--- src/rtl/clk_period_meter_pkg.sv ---
// Shared types and defaults for the clock period meter.
// FSM state encoding and the default synchroniser depth live here.
package clk_period_meter_pkg;

    // state      | meaning
    // ST_IDLE    | after reset, waiting for the first rising edge
    // ST_ARMED   | first edge seen, no period measured yet
    // ST_MEASURE | periods being reported on every rising edge
    // ST_NO_SIG  | no rising edge for TIMEOUT_CYC cycles
    typedef enum logic [1:0] {
        ST_IDLE    = 2'd0,
        ST_ARMED   = 2'd1,
        ST_MEASURE = 2'd2,
        ST_NO_SIG  = 2'd3
    } state_t;

    localparam int DEF_SYNC_STAGES = 2;

endpackage

--- src/rtl/clk_period_meter_sig_sync_edge.sv ---
// Synchronises the measured signal into I_CLK and produces single-cycle
// rise/fall pulses from one extra edge register.
module clk_period_meter_sig_sync_edge
    import clk_period_meter_pkg::*;
#(
    parameter int SYNC_STAGES = DEF_SYNC_STAGES
) (
    input  logic I_CLK,
    input  logic rst_n,
    input  logic sig_in,
    output logic rise_det,
    output logic fall_det
);

    // SYNC_STAGES must be at least 2 for metastability settling
    logic [SYNC_STAGES-1:0] sync_q;
    logic                   edge_q;
    logic                   sync_out;

    assign sync_out = sync_q[SYNC_STAGES-1];

    always_ff @(posedge I_CLK or negedge rst_n) begin
        if (!rst_n) begin
            sync_q <= '0;
            edge_q <= 1'b0;
        end else begin
            sync_q <= {sync_q[SYNC_STAGES-2:0], sig_in};
            edge_q <= sync_out;
        end
    end

    assign rise_det = sync_out & ~edge_q;
    assign fall_det = ~sync_out & edge_q;

endmodule

--- src/rtl/clk_period_meter.sv ---
// Measures period and high time of a slow square wave in I_CLK cycles,
// with lock detection and a loss-of-signal timeout.
module clk_period_meter
    import clk_period_meter_pkg::*;
#(
    parameter int CNT_W       = 32,
    parameter int TIMEOUT_CYC = 1000,
    parameter int SYNC_STAGES = DEF_SYNC_STAGES
) (
    input  logic             I_CLK,
    input  logic             rst_n,
    input  logic             sig_in,
    output logic [CNT_W-1:0] period,
    output logic [CNT_W-1:0] high_time,
    output logic             meas_valid,
    output logic             locked,
    output logic             timeout
);

    localparam logic [CNT_W-1:0] TO_VAL  = CNT_W'(TIMEOUT_CYC);
    localparam logic [CNT_W-1:0] CNT_MAX = '1;

    logic             rise_det;
    logic             fall_det;
    logic [CNT_W-1:0] cnt;
    logic [CNT_W-1:0] prev_period;
    logic             cnt_at_to;

    state_t state, state_next;
    logic   load_high;
    logic   load_period;
    logic   upd_lock;
    logic   go_nosig;
    logic   clr_timeout;

    clk_period_meter_sig_sync_edge #(
        .SYNC_STAGES(SYNC_STAGES)
    ) u_sync_edge (
        .I_CLK   (I_CLK),
        .rst_n   (rst_n),
        .sig_in  (sig_in),
        .rise_det(rise_det),
        .fall_det(fall_det)
    );

    // Loading 1 on rise makes cnt at the next rise equal the period.
    always_ff @(posedge I_CLK or negedge rst_n) begin
        if (!rst_n) begin
            cnt <= '0;
        end else if (rise_det) begin
            cnt <= CNT_W'(1);
        end else if (cnt != CNT_MAX) begin
            cnt <= cnt + CNT_W'(1);
        end
    end

    assign cnt_at_to = (cnt == TO_VAL);

    always_ff @(posedge I_CLK or negedge rst_n) begin
        if (!rst_n) begin
            state <= ST_IDLE;
        end else begin
            state <= state_next;
        end
    end

    // A rise in the terminal cycle takes priority over the timeout.
    always_comb begin
        state_next  = state;
        load_high   = 1'b0;
        load_period = 1'b0;
        upd_lock    = 1'b0;
        go_nosig    = 1'b0;
        clr_timeout = 1'b0;
        case (state)
            ST_IDLE: begin
                if (rise_det) begin
                    state_next = ST_ARMED;
                end else if (cnt_at_to) begin
                    state_next = ST_NO_SIG;
                    go_nosig   = 1'b1;
                end
            end
            ST_ARMED: begin
                load_high = fall_det;
                if (rise_det) begin
                    load_period = 1'b1;
                    state_next  = ST_MEASURE;
                end else if (cnt_at_to) begin
                    state_next = ST_NO_SIG;
                    go_nosig   = 1'b1;
                end
            end
            ST_MEASURE: begin
                load_high = fall_det;
                if (rise_det) begin
                    load_period = 1'b1;
                    upd_lock    = 1'b1;
                end else if (cnt_at_to) begin
                    state_next = ST_NO_SIG;
                    go_nosig   = 1'b1;
                end
            end
            ST_NO_SIG: begin
                if (rise_det) begin
                    state_next  = ST_ARMED;
                    clr_timeout = 1'b1;
                end
            end
            default: begin
                state_next = ST_IDLE;
            end
        endcase
    end

    // First measurement after arming never locks, whatever prev_period holds.
    always_ff @(posedge I_CLK or negedge rst_n) begin
        if (!rst_n) begin
            period      <= '0;
            high_time   <= '0;
            prev_period <= '0;
            meas_valid  <= 1'b0;
            locked      <= 1'b0;
            timeout     <= 1'b0;
        end else begin
            meas_valid <= load_period;
            if (load_high) begin
                high_time <= cnt;
            end
            if (load_period) begin
                period      <= cnt;
                prev_period <= cnt;
                locked      <= upd_lock && (cnt == prev_period);
            end
            if (go_nosig) begin
                timeout <= 1'b1;
                locked  <= 1'b0;
            end else if (clr_timeout) begin
                timeout <= 1'b0;
            end
        end
    end

endmodule

--- config.mk ---
export PLATFORM = sky130hd
export DESIGN_NAME = clk_period_meter
export DESIGN_NICKNAME = d
export VERILOG_FILES = /design/src/rtl/clk_period_meter_pkg.sv /design/src/rtl/clk_period_meter_sig_sync_edge.sv /design/src/rtl/clk_period_meter.sv
export SDC_FILE = /design/constraint.sdc
export NUM_CORES = 1
export LEC_CHECK = 0
export CAP_MARGIN = 15
export CORE_ASPECT_RATIO = 0.75
export CORE_UTILIZATION = 30
export CTS_BUF_LIST = sky130_fd_sc_hd__clkbuf_16
export DETAILED_ROUTE_END_ITERATION = 7
export GPL_TIMING_DRIVEN = 0
export SLEW_MARGIN = 30
export SYNTH_ARGS = -nofsm -noshare
export SYNTH_HDL_FRONTEND = slang
export SYNTH_SLANG_ARGS = --single-unit
--- constraint.sdc ---
create_clock -name I_CLK -period 2.1 [get_ports I_CLK]
set_clock_uncertainty 0.15 [all_clocks]
set_input_delay 0.63 -clock I_CLK [delete_from_list [all_inputs] [get_ports I_CLK]]
set_output_delay 0.63 -clock I_CLK [all_outputs]
set_load 0.005 [all_outputs]
==> impl_metrics.env, run 1 <==
# implementation run metrics
export IMPL_dpl_instance_area_sq_um=6170
export IMPL_path_cells="inv_2 > ha_4 > nand3b_1 > or4_4 > nor4_4 > a32oi_1 > a31oi_1"
export IMPL_slew_violations=0
export IMPL_fin_crit_sh_pct=104
export IMPL_final_cells=814
export IMPL_pre_cts_ws_ns=-0.570
export IMPL_power_top_group="registers"
export IMPL_min_period_ns=2.19
export IMPL_setup_tns_final_ns=-0.0941
export IMPL_wl_met3_mm=1.22
export IMPL_maxCapViolations=0
export IMPL_critical_path_arrival_ns=2.31
export IMPL_die_x_microns=153
export IMPL_path_max_fanout=3
export IMPL_cts_resized=49
export IMPL_ys_ff=104
export IMPL_port_buffers=69
export IMPL_critPathBufInv=1
export IMPL_ios=70
export IMPL_finalHoldViolCount=0
export IMPL_status="finished, violations left"
export IMPL_design_power_total_mw=5.45
export IMPL_tightest_slew_ns=0.562
export IMPL_lay_top_cells="91 x dfrtp_1, 68 x clkdlybuf4s50_1, 63 x buf_4"
export IMPL_lay_top_count="dfrtp_1"
export IMPL_antenna_found_initial=0
export IMPL_wl_met2_mm=6.93
export IMPL_die_area_sq_um=17700
export IMPL_relSlewSlack_pct=62.2
export IMPL_seq_power_mw=2.25
export IMPL_switching_share_pct=29.4
export IMPL_xor_share_pct=6.96
export IMPL_post_cts_buffers=29
export IMPL_wl_per_cell_microns=19.2
export IMPL_top_logic_kind="simple AND/OR/NAND/NOR gates"
export IMPL_ir_drop_mv=0.372
export IMPL_first_iter_violations=389
export IMPL_htreeDepth=3
export IMPL_yosysWarnings=0
export IMPL_use_met2_pct=26.9
export IMPL_rsz0062_at_grt="true"
export IMPL_power_switching_mw=1.60
export IMPL_finalSetupViolations=1
export IMPL_reg_top3="cnt: 32 flops, high_time: 32 flops, prev_period: 32 flops"
export IMPL_simple_gate_area_share_pct=14.9
export IMPL_violations="design-rule violations, negative setup slack"
export IMPL_seqPwrFrac_pct=41.3
export IMPL_syn_area_per_cell_sq_um=11.2
export IMPL_numCtsBuffers=9
export IMPL_synth_seq_share_pct=50.4
export IMPL_comb_power_share_pct=26.2
export IMPL_grt_max_degree=58
export IMPL_setup_slack_ns=-0.0941
export IMPL_drc_errors=2
export IMPL_clock_power_share_pct=32.4
export IMPL_area_growth_pct=41.3
export IMPL_adder_share_pct=1.70
export IMPL_worst_path_dominant_cell_family="simple AND/OR/NAND/NOR gates"
export IMPL_start_kind="register"
export IMPL_critPathMaxStageDelay_ns=0.54
export IMPL_cts_clk_slew_worst_paths_ns=0.07
export IMPL_warning_count=33
export IMPL_syn_inst=461
export IMPL_nets=604
export IMPL_ys_cells=461
export IMPL_clkLatencyLatePin_ns=0.35
export IMPL_ys_chip_area_sq_um=5160
export IMPL_chipHeight_microns=116
export IMPL_dr_pass1_iters=7
export IMPL_cts_max_path_buffers=2
export IMPL_hold_worst_slack_ns=0.0997
export IMPL_ant_nets=0
export IMPL_top_layer="met4"
export IMPL_hold_buffers=0
export IMPL_cts_tree="yes"
export IMPL_gp_congestion=0.875
export IMPL_viasPerCell=5.27
export IMPL_intPower_mw=3.85
export IMPL_clk_power_mw=1.77
export IMPL_cts_sinks=104
export IMPL_cts_root_buf="clkbuf_16"
export IMPL_place_inst=746
export IMPL_hp_class="primary input to asynchronous set/reset pin"
## run 1: cells in the mapped netlist, types with 3 or more instances
master,instances,area [sq um]
inv_1,9,33.8
nor4_1,8,50.1
ha_1,7,87.6
nand4_1,19,119
buf_2,11,55.1
a21oi_1,21,105
nand3_1,13,65.1
clkbuf_1,23,86.3
o31ai_1,8,60.1
nand2_1,26,97.6
or3_1,11,68.8
nor2_1,17,63.8
xor2_1,8,70.1
o21ai_0,19,95.1
and4_1,5,43.8
mux2i_1,3,30.0
xnor2_1,33,289
or4_1,10,75.1
o21ai_1,5,25.0
nor3_1,7,35.0
and3_1,3,18.8
buf_1,4,15.0
mux2_2,57,642
buf_4,4,30.0
dfrtp_1,104,2600
## run 1: final timing paths
kind                                                  from                         endpoint  slack, ns  depth (start not counted)
max                                   state[0]$_DFFE_PN0P_               locked$_DFFE_PN0P_      -0.09                          7
min                                                  rst_n        high_time[13]$_DFFE_PN0P_        0.1                          1
max reg2reg                           state[0]$_DFFE_PN0P_               locked$_DFFE_PN0P_      -0.09                          7
min reg2reg                u_sync_edge.sync_q[0]$_DFF_PN0_  u_sync_edge.sync_q[1]$_DFF_PN0_       0.21                          0
max in group asynchronous                            rst_n               cnt[0]$_DFFE_PN0P_       1.05                          2
min in group I_CLK         u_sync_edge.sync_q[0]$_DFF_PN0_  u_sync_edge.sync_q[1]$_DFF_PN0_       0.21                          0
## run 1: final cells by class
type                    count  area [sq um]  area share, %
clock buffers               9           225           3.09
flip-flops and latches    104          2620           35.9
repair buffers            134          1250           17.1
multi-input cells         303          2540           34.8
plain buffers              33           268           3.67
clock inverters             7          87.6           1.20
well taps                 215           269           3.69
inverters                   9          36.3          0.498
Fig. 1: run 1, the metal 3 layer
Scale bar: 50 microns.
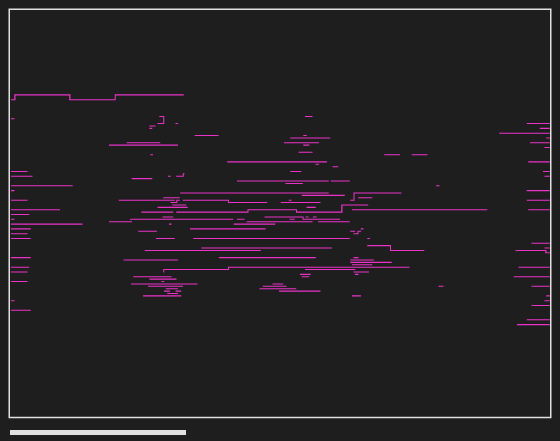
wire length on this layer: 1,220 microns
longest straight run: 51.3 microns
share of all routed wire: 7.8%
main direction: horizontal
Routed WL: 15.6 mm
GR Util met3: 3.52%
via count: 4,293

Fig. 2: run 1, cells coloured by class
Fill, decap, tap and diode cells in grey.
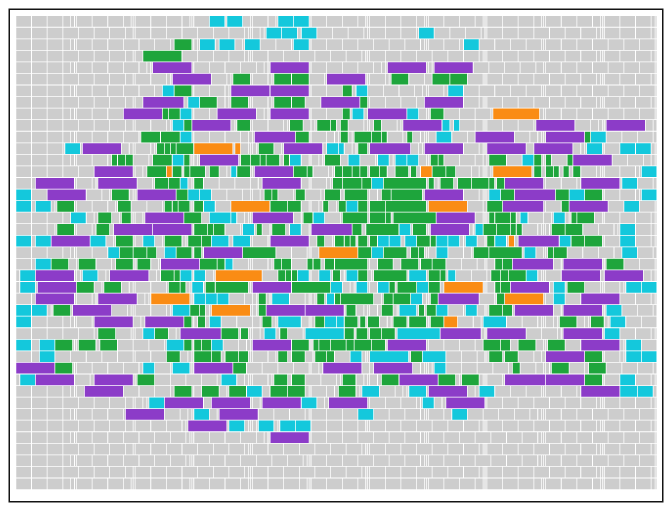
[purple] flops | cells: 104 | share of their area: 37%
[orange] clock drivers and dummy loads | cells: 16 | share of their area: 4.5%
[cyan] other buffers and delay cells | cells: 167 | share of their area: 22%
[green] all other logic | cells: 312 | share of their area: 37%
design area: 7290 sq um
core area: 16,800 sq um
# rows: 41
Core Util, Final: 43.3%
fraction of area in registers: 35.9%

Fig. 3: run 1, M1 wires
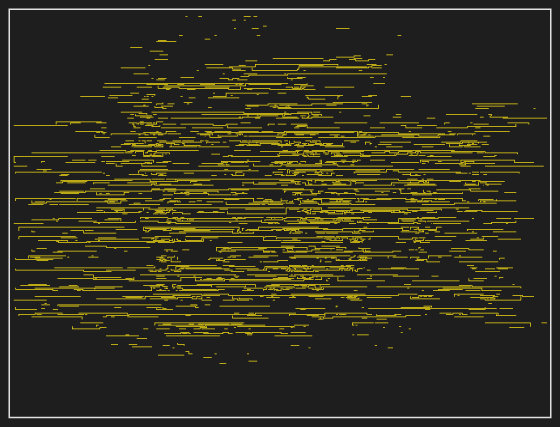
longest straight run: 66.0 microns
share of all routed wire: 46%
wire length on this layer: 7,230 microns
nets with wire on the layer: 527
global routing usage on met1: 24.8%

Fig. 4: run 1, wire density map
Scale bar: 50 microns. The die is cut into 31 by 23 equal tiles; dark blue is low, red is high, scaled to the fullest tile. Values are wire area over tile area, all layers added.
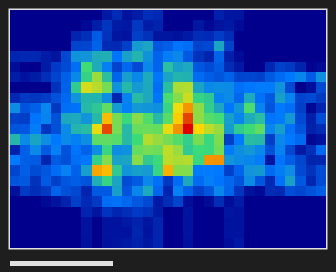

==> run 2, diff against run 1 <==
--- a/config.mk
+++ b/config.mk
@@ -8,7 +8,7 @@
 export CAP_MARGIN = 15
 export CORE_ASPECT_RATIO = 0.75
 export CORE_UTILIZATION = 30
-export CTS_BUF_LIST = sky130_fd_sc_hd__clkbuf_16
+export CTS_BUF_LIST = sky130_fd_sc_hd__clkbuf_8
 export DETAILED_ROUTE_END_ITERATION = 7
 export GPL_TIMING_DRIVEN = 0
 export SLEW_MARGIN = 30
Fig. 5: run 2, wire density map
Scale bar: 50 microns. The die is cut into 31 by 23 equal tiles; dark blue is low, red is high, scaled to the fullest tile. Values are wire area over tile area, all layers added.
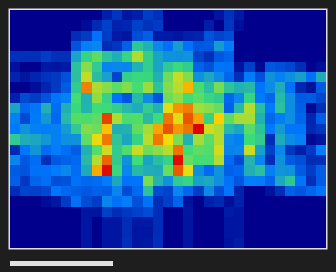
tiles over half the peak: 14%
densest ninth of the die: middle
nearly empty tiles: 26%
mean over tiles: 0.14
fullest tile: 0.60
WL/cell: 18.4 microns
via count: 4,306

Fig. 6: run 2, the metal 3 layer
Scale bar: 50 microns.
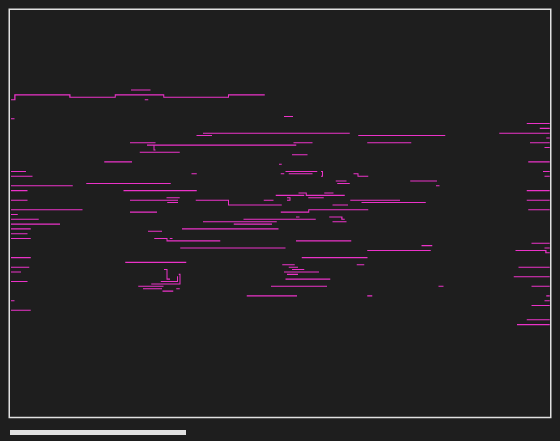
share of all routed wire: 6.7%
longest straight run: 42.1 microns
nets with wire on the layer: 95

Fig. 7: run 2, cells coloured by class
Fill, decap, tap and diode cells in grey.
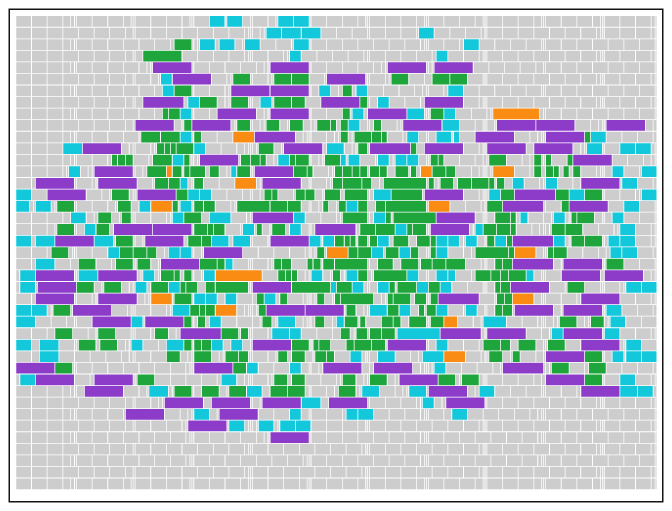
[purple] flops | cells: 104 | share of their area: 37%
[green] all other logic | cells: 312 | share of their area: 36%
[orange] clock drivers and dummy loads | cells: 16 | share of their area: 3.3%
[cyan] other buffers and delay cells | cells: 190 | share of their area: 24%
Core Util, Final: 43.8%
design area: 7360 sq um
fraction of area in registers: 35.6%

==> run 2 against run 1 <==
Compared with the run above: the run still ends with design-rule violations, negative setup slack left; utilization is 0.43 points higher; register-to-register slack improved by 0.02 ns; total power down 6.3%; critical endpoint unchanged; highest routed layer unchanged.
==> impl_metrics.env, run 2 <==
# implementation run metrics
export IMPL_status="finished, violations left"
export IMPL_violations="design-rule violations, negative setup slack"
export IMPL_critPathMaxStageDelay_ns=0.54
export IMPL_slew_violations=0
export IMPL_ys_chip_area_sq_um=5160
export IMPL_dr_pass1_iters=7
export IMPL_relSlewSlack_pct=62.0
export IMPL_hold_buffers=0
export IMPL_wl_met2_mm=6.82
export IMPL_ant_nets=0
export IMPL_crit_end="locked$_DFFE_PN0P_"
export IMPL_start_kind="register"
export IMPL_gr_usage_met1_pct=24.9
export IMPL_cts_root_buf="clkbuf_8"
export IMPL_critical_path_arrival_ns=2.33
export IMPL_timing_rr_start="state[0]$_DFFE_PN0P_"
export IMPL_wl_met1_mm=7.29
export IMPL_die_x_microns=153
export IMPL_path_max_fanout=3
export IMPL_rsz0062_at_grt="true"
export IMPL_clkLatencyLatePin_ns=0.38
export IMPL_flop_cell="dfrtp_1"
export IMPL_hp_class="primary input to asynchronous set/reset pin"
export IMPL_syn_area_sq_um=5160
export IMPL_adder_share_pct=1.70
export IMPL_rr_endpoint="locked$_DFFE_PN0P_"
export IMPL_tightest_slew_ns=0.570
export IMPL_port_buffers=69
export IMPL_min_period_ns=2.17
export IMPL_ios=70
export IMPL_cts_tree="yes"
export IMPL_top_layer="met4"
export IMPL_synth_top_area_share_pct=50.4
export IMPL_rows=41
export IMPL_top_cells_by_count="104 x dfrtp_1, 57 x mux2_2, 33 x xnor2_1"
export IMPL_cts_max_path_buffers=2
export IMPL_die_area_sq_um=17700
export IMPL_yosysWarnings=0
export IMPL_viasPerCell=5.14
export IMPL_syn_inst=461
export IMPL_synthMuxAreaShare_pct=13.0
export IMPL_gp_congestion=0.875
export IMPL_setup_slack_ns=-0.0734
export IMPL_reg_top3="cnt: 32 flops, high_time: 32 flops, prev_period: 32 flops"
export IMPL_critPathLaunch="state[0]$_DFFE_PN0P_"
export IMPL_finalSetupViolations=2
export IMPL_p_leak_nw=3.51
export IMPL_first_iter_violations=282
export IMPL_cts_sinks=104
export IMPL_lay_top_count="dfrtp_1"
export IMPL_ys_ff=104
export IMPL_numCtsBuffers=9
export IMPL_grt_max_degree=58
export IMPL_ys_cells=461
export IMPL_routed_wl_mm=15.4
export IMPL_worst_setup_path_type="register to register"
export IMPL_top_area_cell="dfrtp_1"
export IMPL_use_met2_pct=27.2
export IMPL_htreeDepth=3
export IMPL_area_growth_pct=42.7
export IMPL_drc_errors=2
export IMPL_fin_crit_sh_pct=103
export IMPL_path_cells="inv_2 > ha_4 > nand3b_1 > or4_4 > nor4_4 > a32oi_1 > a31oi_1"
export IMPL_regToRegSetupSlack_ns=-0.07
export IMPL_rr_worst_depth=7
export IMPL_xor_share_pct=6.96
export IMPL_chipHeight_microns=116
export IMPL_top_logic_kind="simple AND/OR/NAND/NOR gates"
export IMPL_grtUsageMet3_pct=3.96
export IMPL_warning_count=33
export IMPL_pre_cts_ws_ns=-0.570
export IMPL_wl_met3_mm=1.02
export IMPL_lay_top_cells="91 x dfrtp_1, 88 x buf_4, 57 x mux2_2"
export IMPL_maxCapViolations=0
export IMPL_ir_drop_mv=0.346
export IMPL_simple_gate_area_share_pct=14.9
export IMPL_most_common_cell="dfrtp_1"
export IMPL_synth_seq_share_pct=50.4
export IMPL_cts_clk_slew_worst_paths_ns=0.10
export IMPL_syn_area_per_cell_sq_um=11.2
run 2: where the power goes:
| group | internal (mW) | switching [mW] | total [mW] | leakage (nW) |
|---|---|---|---|---|
| Combinational | 0.678 | 0.759 | 1.44 | 1.99 |
| Clock | 0.735 | 0.695 | 1.43 | 0.117 |
| Sequential | 2.14 | 0.103 | 2.25 | 1.41 |
| Total | 3.56 | 1.56 | 5.11 | 3.51 |
run 2: worst max-delay path: cells and delay by family (launching register included):
family,cells,cell delay [ns]
buffers and inverters,1,0.07
AND/OR/NAND/NOR,3,0.92
flip-flops,1,0.39
AND-OR/OR-AND,2,0.29
adder cells (fa/ha/maj),1,0.28
run 2: kinds of logic after synthesis:
| kind of cell | count (synthesis) |
|---|---|
| flip-flops | 104 |
| multiplexers | 60 |
| buffers and inverters | 54 |
| XOR/XNOR | 41 |
| adder cells (fa/ha/maj) | 7 |
| AND/OR/NAND/NOR | 130 |
| AND-OR/OR-AND | 65 |
run 2: what timing repair did:
item	CTS	global route
setup endpoints to repair	119	63
gates resized	48	68
pin swaps	9	23
setup buffers	46	42
run 2: stage by stage:
stage                     std cells  cell area (sq um)  total power, mW  TNS, ns  hold slack, ns
final                           837               7360             5.11  -0.0743          0.0592
after global routing            837               7360             5.36   -0.758          0.0882
after CTS                       799               6880             5.08  -0.0517          0.0834
after detailed placement        746               6170             3.44   -32.01           0.196
after global placement          745               6150             3.37  -408.94           0.186
after floorplan                 461               5190             2.92        0           0.181
run 2: cell type report:
| class | instances | area (sq um) |
|---|---|---|
| fill | 1535 | 9460 |
| sequential | 104 | 2620 |
| multi-input combinational | 303 | 2520 |
| timing repair buffer | 158 | 1420 |
| buffer | 32 | 269 |
| tap | 215 | 269 |
| clock buffer | 11 | 151 |
| clock inverter | 5 | 80.1 |
| inverter | 9 | 36.3 |
Fig. 8: run 2, M1 wires
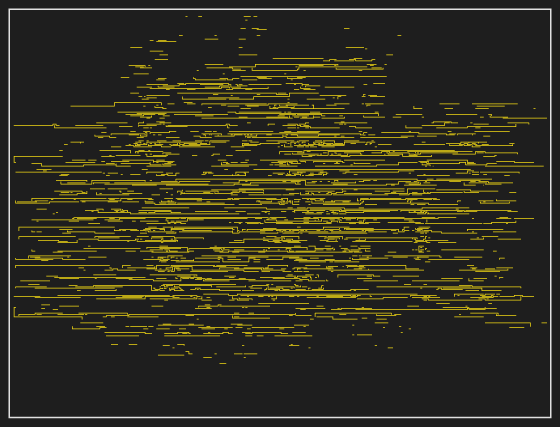

==> run 3, diff against run 2 <==
--- a/config.mk
+++ b/config.mk
@@ -6,7 +6,7 @@
 export NUM_CORES = 1
 export LEC_CHECK = 0
 export CAP_MARGIN = 15
-export CORE_ASPECT_RATIO = 0.75
+export CORE_ASPECT_RATIO = 1.2
 export CORE_UTILIZATION = 30
 export CTS_BUF_LIST = sky130_fd_sc_hd__clkbuf_8
 export DETAILED_ROUTE_END_ITERATION = 7
Fig. 9: run 3, M1 wires
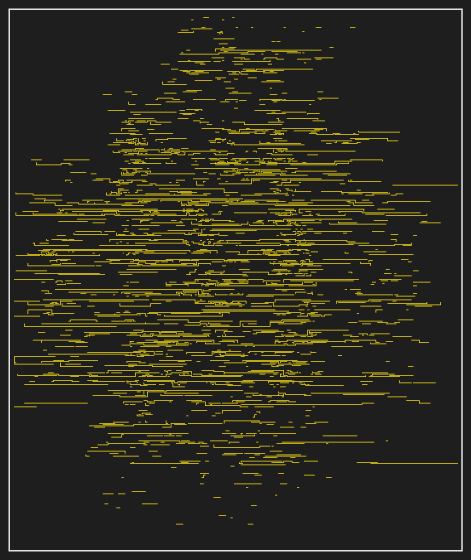
global routing usage on met1: 21.9%
via count: 4,180
Routed WL: 14.4 mm

Fig. 10: run 3, the metal 3 layer
Scale bar: 20 microns.
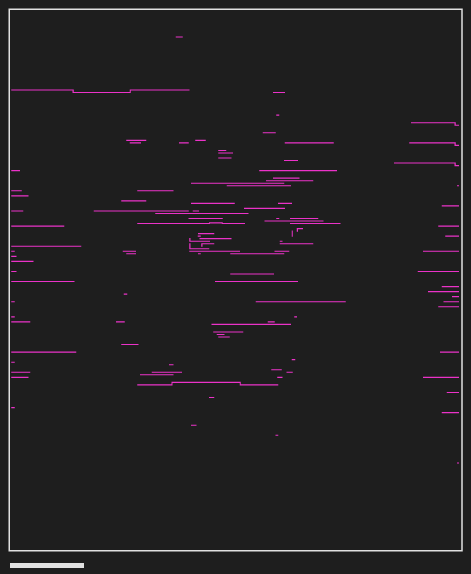
share of all routed wire: 5.7%
nets with wire on the layer: 90
main direction: horizontal
wire length on this layer: 816 microns

Fig. 11: run 3, clock nets
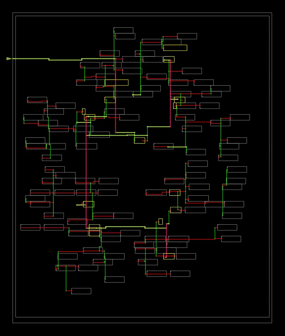
Layout clock buffers: 11
TritonCTS Buffers: 9
Clock Latency Late Sink: 0.39 ns
flop count: 104

==> run 3 against run 2 <==
Compared with the run above: the run ends with negative hold slack left; area after synthesis unchanged; hold slack worse by 0.065 ns; count of clock-buffer cells in the layout unchanged; register-to-register slack better by 0.10 ns; flip-flop count unchanged; synthesized cell count unchanged.
==> impl_metrics.env, run 3 <==
# implementation run metrics
export IMPL_status="finished, violations left"
export IMPL_violations="negative hold slack"
export IMPL_hp_class="primary input to asynchronous set/reset pin"
export IMPL_start_kind="register"
export IMPL_dr_pass1_iters=5
export IMPL_comb_power_share_pct=26.7
export IMPL_drc_errors=0
export IMPL_tap_cells=216
export IMPL_p_leak_nw=3.40
export IMPL_final_area_sq_um=7220
export IMPL_n_fill_cell=1596
export IMPL_ys_cells=461
export IMPL_buffers=171
export IMPL_top_cells_by_count="104 x dfrtp_1, 57 x mux2_2, 33 x xnor2_1"
export IMPL_initial_core_util_pct=30.6
export IMPL_cts_root_buf="clkbuf_8"
export IMPL_chipHeight_microns=146
export IMPL_power_top_group="registers"
export IMPL_lay_top_count="dfrtp_1"
export IMPL_powerComb_mw=1.33
export IMPL_seq_power_mw=2.24
export IMPL_port_buffers=69
export IMPL_critPathMaxStageDelay_ns=0.65
export IMPL_clock_power_share_pct=28.4
export IMPL_die_area_sq_um=17700
export IMPL_tightest_slew_ns=0.551
export IMPL_path_max_fanout=7
export IMPL_ir_drop_mv=0.375
export IMPL_warning_count=32
export IMPL_cts_tree="yes"
export IMPL_syn_inst=461
export IMPL_clock_area_share_pct=3.10
export IMPL_place_inst=747
export IMPL_final_cells=819
export IMPL_htreeDepth=3
export IMPL_ys_ff=104
export IMPL_critical_path_arrival_ns=2.18
export IMPL_inverters_excl_clock=9
export IMPL_intPower_mw=3.51
export IMPL_slew_violations=0
export IMPL_viasPerCell=5.10
export IMPL_clk_power_mw=1.41
export IMPL_ant_nets=0
export IMPL_die_x_microns=122
export IMPL_rows=52
export IMPL_cts_clk_slew_worst_paths_ns=0.09
export IMPL_finalHoldViolCount=12
export IMPL_grt_max_degree=66
export IMPL_logic_gate_count=303
export IMPL_synth_seq_share_pct=50.4
export IMPL_comb_share_pct=35.3
export IMPL_syn_area_sq_um=5160
export IMPL_worst_setup_path_type="register to register"
export IMPL_path_cells="buf_6 > nand4_4 > or4_4 > a2111oi_4 > xnor2_1 > nor2_1"
export IMPL_rsz0062_at_grt="true"
export IMPL_area_growth_pct=39.9
export IMPL_power_switching_mw=1.48
export IMPL_min_period_ns=2.07
export IMPL_rr_worst_depth=6
export IMPL_setup_slack_ns=0.0274
export IMPL_yosysWarnings=0
export IMPL_hold_worst_slack_ns=-0.00540
export IMPL_most_common_cell="dfrtp_1"
export IMPL_cts_max_path_buffers=2
export IMPL_gp_congestion=0.872
export IMPL_maxCapViolations=0
export IMPL_timing_rr_start="cnt[13]$_DFFE_PN0P_"
export IMPL_final_util_pct=42.8
export IMPL_relSlewSlack_pct=63.3
export IMPL_dpl_instance_area_sq_um=6180
export IMPL_design_power_total_mw=4.99
export IMPL_switching_share_pct=29.6
export IMPL_wl_per_cell_microns=17.6
export IMPL_seq_area_share_pct=36.3
export IMPL_largest_cell_class="registers"
export IMPL_rr_endpoint="cnt[27]$_DFFE_PN0P_"
export IMPL_flop_cell="dfrtp_1"
export IMPL_syn_area_per_cell_sq_um=11.2
export IMPL_finalSetupViolations=0
export IMPL_fin_crit_sh_pct=98.7
export IMPL_regToRegSetupSlack_ns=0.03
export IMPL_seqPwrFrac_pct=44.9
export IMPL_reg_top3="cnt: 32 flops, high_time: 32 flops, prev_period: 32 flops"
export IMPL_first_iter_violations=199
export IMPL_logic_area_sq_um=2550
run 3: cell counts after synthesis:
No cell type changed its count.
run 3: worst max-delay path: cells and delay by family (launching register included):
| kind | cells | cell delay [ns] |
|---|---|---|
| xor gates and xnor gates | 1 | 0.16 |
| AOI/OAI and AO/OA | 1 | 0.37 |
| DFF | 1 | 0.37 |
| buffers and inverters | 1 | 0.13 |
| and+or+nand+nor | 3 | 0.77 |
run 3: per-layer routing:
metal / global-route usage, % / share of wire (%)
met5: 0 / 0
met4: 7.04 / 2.9
met3: 3.37 / 5.7
met1: 21.9 / 43
met2: 26.0 / 48
run 3: kinds of logic after synthesis:
family                   synth area share [%]
flip-flops                               50.4
multiplexers                             13.0
adder cells (fa/ha/maj)                  1.70
AND/OR/NAND/NOR                          14.9
XOR/XNOR                                 6.96
buffers and inverters                    4.80
AND-OR/OR-AND                            8.22
run 3: what timing repair did:
action / 4_1_cts / 5_1_grt
endpoints found under the setup margin: 113 / 62
resized: 46 / 60
pin swaps: 12 / 16
hold endpoints to repair: 0 / 0
setup buffers: 29 / 39
run 3: worst max-delay path by stage:
stage	slack, ns	endpoint	start	cells after the start
5_1_grt	-0.05	cnt[17]$_DFFE_PN0P_	cnt[1]$_DFFE_PN0P_	7
3_5_place_dp	-0.48	prev_period[21]$_DFFE_PN0P_	state[1]$_DFFE_PN0P_	6
6_report	0.03	cnt[27]$_DFFE_PN0P_	cnt[13]$_DFFE_PN0P_	6
2_1_floorplan	0.0008	cnt[9]$_DFFE_PN0P_	cnt[0]$_DFFE_PN0P_	8
4_1_cts	0.0001	locked$_DFFE_PN0P_	state[0]$_DFFE_PN0P_	7
3_3_place_gp	-4.17	cnt[1]$_DFFE_PN0P_	rst_n	1
Power figures rest on the tool's default switching activity, not on a simulated workload.
